$ cat src/rtl/muldiv_pkg.sv
`default_nettype none
// ============================================================================
// Module : muldiv_pkg
// Brief  : Operation/state encodings and decode helpers for the muldiv unit.
// Rev    : 1.0
// ============================================================================
package muldiv_pkg;

  typedef enum logic [2:0] {
    MD_MUL    = 3'b000,
    MD_MULH   = 3'b001,
    MD_MULHSU = 3'b010,
    MD_MULHU  = 3'b011,
    MD_DIV    = 3'b100,
    MD_DIVU   = 3'b101,
    MD_REM    = 3'b110,
    MD_REMU   = 3'b111
  } md_op_e;

  typedef enum logic [1:0] {
    MD_IDLE = 2'd0,
    MD_CALC = 2'd1,
    MD_DONE = 2'd2
  } md_state_e;

  function automatic logic is_div(input md_op_e op);
    return op[2];
  endfunction

  function automatic logic is_rem(input md_op_e op);
    return op[2] & op[1];
  endfunction

  function automatic logic a_signed(input md_op_e op);
    return (op == MD_MULH) || (op == MD_MULHSU) || (op == MD_DIV) || (op == MD_REM);
  endfunction

  function automatic logic b_signed(input md_op_e op);
    return (op == MD_MULH) || (op == MD_DIV) || (op == MD_REM);
  endfunction

endpackage
`default_nettype wire

$ cat src/rtl/muldiv_iter_divider.sv
`default_nettype none
// ============================================================================
// Module : iter_divider
// Brief  : One combinational restoring-division step on unsigned magnitudes.
// Rev    : 1.0
// ============================================================================
module iter_divider
  import muldiv_pkg::*;
#(
  parameter int XLEN = 32
) (
  input  logic [XLEN:0]   rem_i,
  input  logic [XLEN-1:0] quo_i,
  input  logic [XLEN-1:0] div_i,
  output logic [XLEN:0]   rem_o,
  output logic [XLEN-1:0] quo_o
);

  logic [XLEN+1:0] shifted;
  logic [XLEN+1:0] diff;

  // The dividend sits in the quotient register and shifts out MSB-first.
  always_comb begin
    shifted = {rem_i, quo_i[XLEN-1]};
    diff    = shifted - {2'b00, div_i};
    if (!diff[XLEN+1]) begin
      rem_o = diff[XLEN:0];
      quo_o = {quo_i[XLEN-2:0], 1'b1};
    end else begin
      rem_o = shifted[XLEN:0];
      quo_o = {quo_i[XLEN-2:0], 1'b0};
    end
  end

endmodule
`default_nettype wire

$ cat src/rtl/muldiv_unit.sv
`default_nettype none
// ============================================================================
// Module : muldiv_unit
// Brief  : Iterative RV32M multiply/divide unit with valid/ready on both sides.
// Rev    : 1.0
// ============================================================================
module muldiv_unit
  import muldiv_pkg::*;
#(
  parameter int XLEN     = 32,
  parameter bit FAST_MUL = 1'b0
) (
  input  logic            clk,
  input  logic            rst,
  input  logic            in_valid,
  output logic            in_ready,
  input  logic [2:0]      op,
  input  logic [XLEN-1:0] src_a,
  input  logic [XLEN-1:0] src_b,
  input  logic            flush,
  output logic            out_valid,
  input  logic            out_ready,
  output logic [XLEN-1:0] result,
  output logic            busy
);

  localparam int              CNT_W   = $clog2(XLEN + 1);
  localparam logic [XLEN-1:0] INT_MIN = {1'b1, {(XLEN-1){1'b0}}};

  md_state_e       state_q;
  md_op_e          op_q;
  logic            neg_q;
  logic            out_valid_q;
  logic [CNT_W-1:0] cnt_q;
  logic [XLEN:0]   acc_q;
  logic [XLEN-1:0] lo_q;
  logic [XLEN-1:0] b_q;
  logic [XLEN-1:0] result_q;

  md_op_e          op_in;
  logic            sa, sb, neg_in, div_zero, div_ovf, fast_in, special_in;
  logic [XLEN-1:0] a_mag, b_mag, special_res;
  logic [2*XLEN-1:0] fast_prod;
  logic [XLEN:0]   mul_sum, acc_d, div_rem;
  logic [XLEN-1:0] lo_d, div_quo, div_sel, fin_res;

  function automatic logic [XLEN-1:0] mul_half(input logic [2*XLEN-1:0] prod,
                                               input logic neg, input md_op_e mop);
    logic [2*XLEN-1:0] p;
    p = neg ? -prod : prod;
    return (mop == MD_MUL) ? p[XLEN-1:0] : p[2*XLEN-1:XLEN];
  endfunction

  assign op_in = md_op_e'(op);
  assign sa    = a_signed(op_in) & src_a[XLEN-1];
  assign sb    = b_signed(op_in) & src_b[XLEN-1];
  assign a_mag = sa ? -src_a : src_a;
  assign b_mag = sb ? -src_b : src_b;

  generate
    if (FAST_MUL) begin : g_fast_mul
      assign fast_prod = {{XLEN{1'b0}}, a_mag} * {{XLEN{1'b0}}, b_mag};
    end else begin : g_iter_mul
      assign fast_prod = '0;
    end
  endgenerate

  iter_divider #(.XLEN(XLEN)) u_div (
    .rem_i (acc_q),
    .quo_i (lo_q),
    .div_i (b_q),
    .rem_o (div_rem),
    .quo_o (div_quo)
  );

  always_comb begin
    neg_in     = is_rem(op_in) ? sa : (sa ^ sb);
    div_zero   = is_div(op_in) && (src_b == '0);
    div_ovf    = ((op_in == MD_DIV) || (op_in == MD_REM)) && (src_a == INT_MIN) && (&src_b);
    fast_in    = FAST_MUL && !is_div(op_in);
    special_in = div_zero || div_ovf || fast_in;
    if (div_zero)     special_res = op_in[1] ? src_a : '1;
    else if (div_ovf) special_res = op_in[1] ? '0 : INT_MIN;
    else              special_res = mul_half(fast_prod, neg_in, op_in);

    // Shift-add: acc holds the running high half, lo shifts multiplier out / product in.
    mul_sum = {1'b0, acc_q[XLEN-1:0]} + (lo_q[0] ? {1'b0, b_q} : '0);
    if (is_div(op_q)) begin
      acc_d = div_rem;
      lo_d  = div_quo;
    end else begin
      acc_d = {1'b0, mul_sum[XLEN:1]};
      lo_d  = {mul_sum[0], lo_q[XLEN-1:1]};
    end

    div_sel = op_q[1] ? div_rem[XLEN-1:0] : div_quo;
    if (is_div(op_q)) fin_res = neg_q ? -div_sel : div_sel;
    else              fin_res = mul_half({acc_d[XLEN-1:0], lo_d}, neg_q, op_q);
  end

  always_ff @(posedge clk) begin
    if (rst) begin
      state_q     <= MD_IDLE;
      out_valid_q <= 1'b0;
      result_q    <= '0;
    end else if (flush) begin
      state_q     <= MD_IDLE;
      out_valid_q <= 1'b0;
    end else begin
      unique case (state_q)
        MD_IDLE: begin
          if (in_valid && in_ready) begin
            op_q  <= op_in;
            neg_q <= neg_in;
            if (special_in) begin
              result_q    <= special_res;
              out_valid_q <= 1'b1;
              state_q     <= MD_DONE;
            end else begin
              acc_q   <= '0;
              lo_q    <= is_div(op_in) ? a_mag : b_mag;
              b_q     <= is_div(op_in) ? b_mag : a_mag;
              cnt_q   <= CNT_W'(XLEN);
              state_q <= MD_CALC;
            end
          end
        end
        MD_CALC: begin
          acc_q <= acc_d;
          lo_q  <= lo_d;
          cnt_q <= cnt_q - CNT_W'(1);
          if (cnt_q == CNT_W'(1)) begin
            result_q    <= fin_res;
            out_valid_q <= 1'b1;
            state_q     <= MD_DONE;
          end
        end
        MD_DONE: begin
          if (out_ready) begin
            out_valid_q <= 1'b0;
            state_q     <= MD_IDLE;
          end
        end
        default: begin
          out_valid_q <= 1'b0;
          state_q     <= MD_IDLE;
        end
      endcase
    end
  end

  assign in_ready  = (state_q == MD_IDLE) && !rst;
  assign out_valid = out_valid_q;
  assign result    = result_q;
  assign busy      = (state_q != MD_IDLE);

endmodule
`default_nettype wire

$ cat config.mk
export PLATFORM = sky130hd
export DESIGN_NAME = muldiv_unit
export DESIGN_NICKNAME = d
export VERILOG_FILES = /design/src/rtl/muldiv_pkg.sv /design/src/rtl/muldiv_iter_divider.sv /design/src/rtl/muldiv_unit.sv
export SDC_FILE = /design/constraint.sdc
export NUM_CORES = 1
export LEC_CHECK = 0
export ABC_AREA = 1
export CAP_MARGIN = 20
export CORE_UTILIZATION = 45
export DETAILED_ROUTE_END_ITERATION = 10
export GPL_TIMING_DRIVEN = 0
export PLACE_DENSITY_LB_ADDON = 0.25
export RECOVER_POWER = 100
export REMOVE_ABC_BUFFERS = 1
export SYNTH_ARGS = -nofsm -noshare
export SYNTH_HDL_FRONTEND = slang
export SYNTH_SLANG_ARGS = --single-unit
$ cat constraint.sdc
create_clock -name clk -period 6.1 [get_ports clk]
set_input_delay 1.525 -clock clk [delete_from_list [all_inputs] [get_ports clk]]
set_output_delay 1.525 -clock clk [all_outputs]
set_load 0.005 [all_outputs]
==> results_dict.tcl, run 1 <==
# implementation run metrics
set metrics [dict create \
    nets 3384 \
    edf_count 107 \
    fill_cells 4311 \
    power.leakage_nw 10.1 \
    cp_top_family "buffers and inverters" \
    num_rows 74 \
    powerDensity_nw_per_um2 154 \
    regArea_um2 3910 \
    antenna_found_initial 1 \
    maxSlewViolCount 71 \
    status "finished, violations left" \
    yosysSeqAreaShare 0.211 \
    place_area_um2 20400 \
    cts_tree "built" \
    synth_stat.cells 3193 \
    stdcell_area_um2 20900 \
    warning_count 27 \
    die_w_um 205 \
    crit_chain "dlygate4sd3_1, inv_1, nand2_1, nor2_1, or2_2, nand2_1, inv_1, nand2_1, o21ai_0, xor2_1, inv_1, o21ai_0" \
    worstSetupEndpointType "flip-flop" \
    worst_setup_path_start_kind "input pin" \
    synthTopCellsByCount "nand2_1 (1022), inv_1 (409), nor2_1 (344)" \
    tightest_slew_ns 2.31 \
    hold_viol 0 \
    grt_max_degree 74 \
    yosys_area_um2 18500 \
    fin_ws_ns 0.225 \
    yosysWarnings 0 \
    worst-path-buf-inv 4 \
    synth_top_flop_cell "edfxtp_1" \
    clock_skew_ns 0.0140 \
    vdd_ir_drop_max_mv 0.138 \
    holdBufCountCts 0 \
    synth.distinct_cells 64 \
    core_area_um2 40700 \
    top_cells_by_area "nand2_1 (21%), edfxtp_1 (17%), inv_1 (8.3%)" \
    crit_path_top_delay_cell "dlygate4sd3_1" \
    yosys.area.top_type "nand2_1" \
    final.min_clock_period_ns 5.88 \
    arrival_ns 6.06 \
    drtPass1Iterations 6 \
    drive_gt1_frac 0.0501 \
    fmax_mhz 170 \
    regToRegSetupSlack_ns 0.42 \
    syn_to_final_growth_pct 12.7 \
    synth.avg_cell_area_um2 5.81 \
    grt_pass1_vias 19700 \
    critPathRequiredTime_ns 6.28 \
    pre_cts_ws_ns -0.470 \
    synth_async_sr_flop_share 0 \
    whs_path_depth 2 \
    cts.sinks 142 \
    die_h_um 205 \
    io_pins 107 \
    antenna_left 0 \
    holdPathEnd "result[31]$_SDFFE_PP0P_" \
    max_stage_delay_ns 1.27 \
    violations "capacitance limit, slew limit" \
    cts-root-buf "clkbuf_16" \
    cp_max_fo 26 \
    top_cell_area_share 0.207 \
    clk_pin_slew_ns 0.06 \
    ys_ff 142 \
    finalCritPeriodShare 0.963 \
    holdCritStartpoint "result[31]$_SDFFE_PP0P_" \
    max_slew_margin -0.541 \
    maxCapViolCount 2 \
    antenna_cells 0 \
    synth_area_um2 18500 \
    via_per_inst 5.56 \
    r2r_cells 33 \
    fp_util 0.455 \
    rsz0062_at_grt "false" \
    clockBufferDepth 2 \
    crit-reg2reg-launch "acc_q[1]$_SDFFCE_PN0P_" \
    netlist_instances 3193 \
    top_cell "nand2_1" \
    cts_buffers 17 \
    gr-total-overflow 0 \
    hpwlAfterDp_um 60200 \
    setup_viol 0 \
    grt_pass1_wl_um 112000 \
    min_path_type "reg2reg" \
    comb_area_um2 12500 \
    gp_congestion 1.01 \
    chipArea_um2 42000 \
    h-tree-depth 4 \
    drc_errors 0 \
    drtIter0Drc 2066 \
    worstSetupPathType "in2reg" \
    clock_latency_ns 0.46 \
    io_buffer_count 106 \
    r2r_end "result[30]$_SDFFE_PP0P_" \
]
## run 1: area by class of cell
type	instances	area share
clock buffers	20	0.0209
well taps	532	0.0319
clock inverters	11	0.00683
repair buffers	138	0.0776
flip-flops and latches	142	0.187
inverters	419	0.0756
multi-input cells	2521	0.600
## run 1: what timing repair did
action / 4_1_cts / 5_1_grt
gates resized: 0 / 1
setup buffers: 0 / 5
endpoints found under the setup margin: 0 / 31
## run 1: layer usage
| layer | vias to the layer above | share of wire |
|---|---|---|
| li1 | 10400 | - |
| met4 | 2 | 0.048 |
| met5 | - | 0.00030 |
| met1 | 9579 | 0.43 |
| met2 | 916 | 0.45 |
| met3 | 140 | 0.069 |
## run 1: report_power, final
| part | switching [mW] | leakage [nW] | internal, mW |
|---|---|---|---|
| Combinational | 0.686 | 8.54 | 0.329 |
| Sequential | 0.0301 | 1.27 | 1.08 |
| Clock | 0.446 | 0.282 | 0.639 |
## run 1: sequential cells by signal, indices dropped and copies added, names as in the netlist
register	cells
neg_q	1
out_valid	1
lo_q	32
b_q	32
acc_q	33
result	32
state_q	2
op_q	3
cnt_q	6
## run 1: cell usage in the layout (no fill, tap or decap), drive strengths merged, types with 8 or more instances in the layout
cell           Yosys  layout
clkdlybuf4s50      0      66
o31ai             10      10
o21a              12      12
dlygate4sd3        0      39
xor2              83      83
inv              416     416
o21bai            13      13
dfxtp             35      35
nor3              49      49
o21ai            272     272
buf               46      25
nor4              17      17
nand3b            11      11
ha                71      71
nand4             40      40
edfxtp           107     107
a21oi            174     174
nand2           1056    1056
a31oi              8       8
nor2             360     360
xnor2             33      33
clkbuf            65      28
clkinv             3       9
nand3            245     245
or2               25      25
## run 1: stage by stage
stage	total power, mW	TNS (ns)	instances	hold WS (ns)
4_1_cts	3.20	0	3778	0.474
3_3_place_gp	2.09	-681.82	3720	0.463
2_1_floorplan	1.75	-15.14	3082	0.456
6_report	3.21	0	3783	0.469
3_5_place_dp	2.12	-12.22	3747	0.461
5_1_grt	3.35	0	3783	0.520
## run 1: cell families after synthesis
family,synth area share
multiplexers,0.00108
AND-OR/OR-AND,0.153
flip-flops,0.211
buffers and inverters,0.112
AND/OR/NAND/NOR,0.418
XOR/XNOR,0.0548
adder cells (fa/ha/maj),0.0501
## run 1: worst max-delay path by stage
stage,start,endpoint,cells after the start
3_5_place_dp,src_a[0],result[27]$_SDFFE_PP0P_,18
2_1_floorplan,op_q[2]$_DFFE_PP_,result[12]$_SDFFE_PP0P_,22
6_report,op[1],b_q[25]$_DFFE_PP_,12
3_3_place_gp,op_q[2]$_DFFE_PP_,result[30]$_SDFFE_PP0P_,22
5_1_grt,op[1],lo_q[30]$_DFFE_PP_,12
4_1_cts,src_a[0],result[27]$_SDFFE_PP0P_,18
## run 1: worst register-to-register path: cells and delay by family, from the launching register on
family	cells	cell delay, ns
AOI/OAI and AO/OA	3	0.66
DFF	1	0.49
and+or+nand+nor	25	3.47
buffers and inverters	3	0.30
adders and majority gates	2	0.66
run_1/gates.png
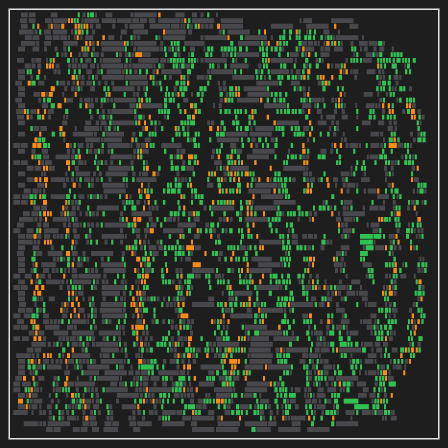
| family | color | cells | most used | where |
|---|---|---|---|---|
| nor cells | orange | 428 | nor2_1 | all over the die |
| nand cells | green | 1353 | nand2_1 | all over the die |
most numerous logic cell after layout: nand2_1
Layout Cells excl Fill: 3783
logic share of the area: 0.600

run_1/layers.png
The bar under the picture is 50 µm long. Only two layers are drawn.
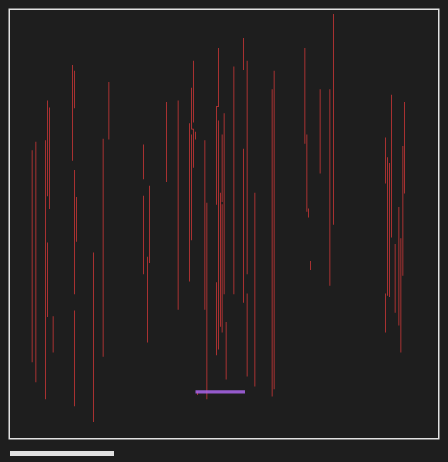
| layer | color | wire length |
|---|---|---|
| M5 | purple | 22.1 µm |
| M4 | red | 3560 µm |
wire per inst: 19.5 µm
DR vias: 21000
gr usage total: 0.353
aggregate routed wire length: 73700 µm

run_1/congestion_map.png
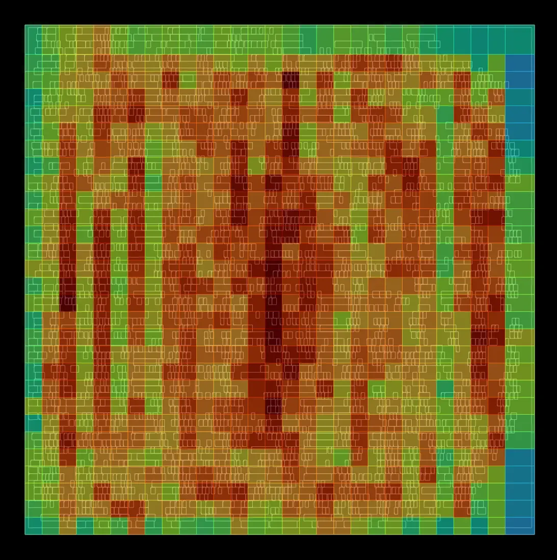
most used routing layer: met2
final core utilization: 0.513
met2 usage: 0.579
met1 Use GR: 0.458
met3 Use GR: 0.0426

==> inputs of run 2 (changes only) <==
--- a/config.mk
+++ b/config.mk
@@ -7,12 +7,14 @@
 export LEC_CHECK = 0
 export ABC_AREA = 1
 export CAP_MARGIN = 20
-export CORE_UTILIZATION = 45
+export CORE_UTILIZATION = 65
 export DETAILED_ROUTE_END_ITERATION = 10
+export DONT_BUFFER_PORTS = 1
 export GPL_TIMING_DRIVEN = 0
 export PLACE_DENSITY_LB_ADDON = 0.25
 export RECOVER_POWER = 100
 export REMOVE_ABC_BUFFERS = 1
+export SETUP_SLACK_MARGIN = 0.05
 export SYNTH_ARGS = -nofsm -noshare
 export SYNTH_HDL_FRONTEND = slang
 export SYNTH_SLANG_ARGS = --single-unit
run_2/gates.png
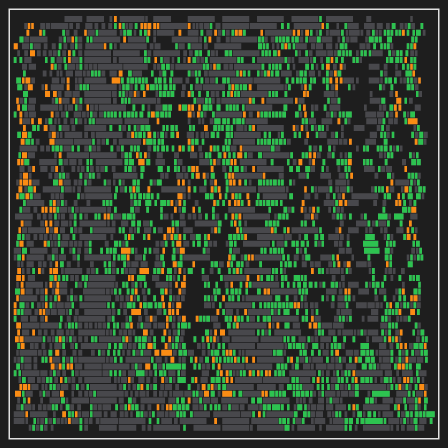
| family | color | cells | most used | where |
|---|---|---|---|---|
| nand cells | green | 1353 | nand2_1 | all over the die |
| nor cells | orange | 428 | nor2_1 | all over the die |
Layout Cells excl Fill: 3514
logic share of the area: 0.641

==> run 2 against run 1 <==
Compared with the run above: the flow still finishes with violations (capacitance limit, slew limit); hold slack better by 0.013 ns; total power is 2.4% higher; sequential cell count stayed put; synthesized cell count stayed put; wire length is 5.0% lower; clock-buffer cell count is 3 lower; critical path type unchanged; synthesized area stayed put; register-to-register slack worse by 0.14 ns; clock skew is 0.0014 ns higher.
==> results_dict.tcl, run 2 <==
# implementation run metrics
set metrics [dict create \
    die_w_um 171 \
    tightest_slew_ns 2.00 \
    holdBufCountCts 0 \
    hold_viol 0 \
    finalPower_mw 3.29 \
    grt.total_usage 0.476 \
    edf_count 107 \
    crit_chain "inv_1, clkbuf_1, nor2_1, nand4_1, nand2_1, nor3_1, clkbuf_1, clkbuf_2" \
    arrival_ns 5.96 \
    antenna_left 0 \
    setup_viol 0 \
    syn_to_final_growth_pct 5.47 \
    cts_tree "built" \
    warning_count 27 \
    chipArea_um2 29200 \
    via_per_inst 6.19 \
    drtIter0Drc 3293 \
    final_common_cell "nand2_1" \
    clock_skew_ns 0.0154 \
    maxSlewViolCount 86 \
    cp_max_fo 88 \
    grt_pass1_wl_um 105000 \
    antenna_found_initial 2 \
    fp_util 0.664 \
    regArea_um2 3910 \
    violations "capacitance limit, slew limit" \
    drtPass1Iterations 7 \
    top_cells_by_area "nand2_1 (21%), edfxtp_1 (17%), inv_1 (8.3%)" \
    synthTopCellsByCount "nand2_1 (1022), inv_1 (409), nor2_1 (344)" \
    status "finished, violations left" \
    yosys.area.top_type "nand2_1" \
    synth_area_um2 18500 \
    intPower_mw 2.13 \
    switching_share 0.353 \
    synth.avg_cell_area_um2 5.81 \
    vdd_ir_drop_max_mv 0.167 \
    worst-path-buf-inv 4 \
    pwr-share-seq 0.338 \
    die_h_um 171 \
    worstSetupEndpointType "flip-flop" \
    post-cts-setup-buffers 0 \
    ys_ff 142 \
    clk_pin_slew_ns 0.06 \
    yosysWarnings 0 \
    synth_async_sr_flop_share 0 \
    wirelength_um 70000 \
    io_pins 107 \
    maxCapViolCount 4 \
    cts-root-buf "clkbuf_16" \
    synth_stat.cells 3193 \
    worstSetupPathType "in2reg" \
    p_clk_frac 0.374 \
    nets 3269 \
    clockBufferDepth 2 \
    fill_cells 2507 \
    max_slew_margin -0.333 \
    top_cell_area_share 0.207 \
    wl_per_cell_um 19.9 \
    drc_errors 0 \
    power.leakage_nw 9.55 \
    h-tree-depth 4 \
    gp_congestion 1.08 \
    whs_path_depth 2 \
    grt_max_degree 89 \
    rsz0062_at_grt "false" \
    layout_top_cells_excl_fill_tap "nand2_1 (1030), inv_1 (409), nor2_1 (343), o21ai_0 (241), nand3_1 (236)" \
    worst_setup_path_start_kind "input pin" \
    p_sw_mw 1.16 \
    critPathRequiredTime_ns 6.21 \
]
run_2/class_map.png
The bar under the picture is 50 µm long.
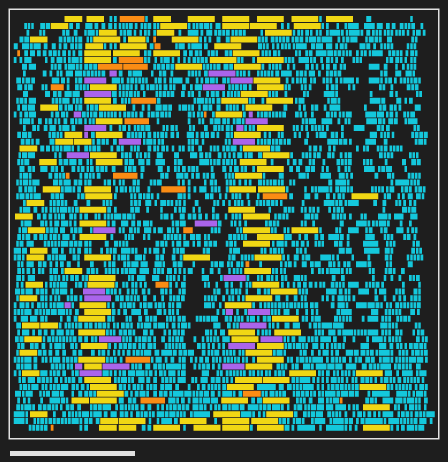
| class | color | cells |
|---|---|---|
| registers | yellow | 142 |
| clock drivers and dummy loads | purple | 31 |
| remaining buffers and delay cells | orange | 23 |
| remaining logic cells | cyan | 2940 |
final core utilization: 0.700
Seq area share: 0.200
Rows: 61

## run 2: netlist changes by cell type in the layout (fill, tap and decap cells not counted), sizes merged
cell	delta
clkdlybuf4s50	-66
dlygate4sd3	-39
buf	-10
bufinv	+3
clkbuf	-3
clkinvlp	-1
inv	+1
## run 2: power by group through the flow
| stage | Clock (mW) | Sequential [mW] | Combinational [mW] |
|---|---|---|---|
| after CTS | 1.21 | 1.11 | 0.908 |
| after global routing | 1.24 | 1.11 | 1.02 |
| final | 1.23 | 1.11 | 0.948 |
| after floorplan | 0 | 1.13 | 0.626 |
| after global placement | 0 | 1.14 | 0.841 |
| after detailed placement | 0 | 1.13 | 0.896 |
## run 2: final cells by class
class                      instances  share of cell area
inverter                         419              0.0806
tap                              378              0.0242
clock inverter                    14              0.0123
timing repair buffer              23              0.0205
multi-input combinational       2521               0.641
sequential                       142               0.200
clock buffer                      17              0.0218
## run 2: through the flow
step | hold slack (ns) | worst slack (ns)
after floorplan | 0.456 | -0.887
after global placement | 0.470 | -4.76
after detailed placement | 0.475 | 0.392
after CTS | 0.484 | 0.624
after global routing | 0.523 | 0.0669
final | 0.482 | 0.247
## run 2: final timing paths
kind                                 from                       to  slack, ns
setup / recovery                    op[2]         b_q[6]$_DFFE_PP_       0.25
hold / removal    result[31]$_SDFFE_PP0P_  result[31]$_SDFFE_PP0P_       0.48
setup reg to reg   acc_q[6]$_SDFFCE_PN0P_  result[30]$_SDFFE_PP0P_       0.28
hold reg to reg   result[31]$_SDFFE_PP0P_  result[31]$_SDFFE_PP0P_       0.48
## run 2: cells by family after synthesis
family / Yosys count / synth area share
AOI/OAI and AO/OA: 514 / 0.153
xor gates and xnor gates: 116 / 0.0548
adders and majority gates: 73 / 0.0501
buffers and inverters: 530 / 0.112
DFF: 142 / 0.211
muxes: 2 / 0.00108
and+or+nand+nor: 1816 / 0.418
## run 2: tightest hold or removal path, delay by kind of cell, from the launching register on
kind | cells | cell delay [ns]
AOI/OAI and AO/OA | 1 | 0.06
DFF | 1 | 0.32
and+or+nand+nor | 1 | 0.06
## run 2: per-layer routing
layer,vias to the layer above,global-route usage,routed length (µm)
li1,10200,-,-
met1,9634,0.580,25600
met2,1640,0.767,30400
met3,326,0.111,9300
met4,0,0.280,4670
met5,-,0,0
Power figures rest on the tool's default switching activity, not on a simulated workload.
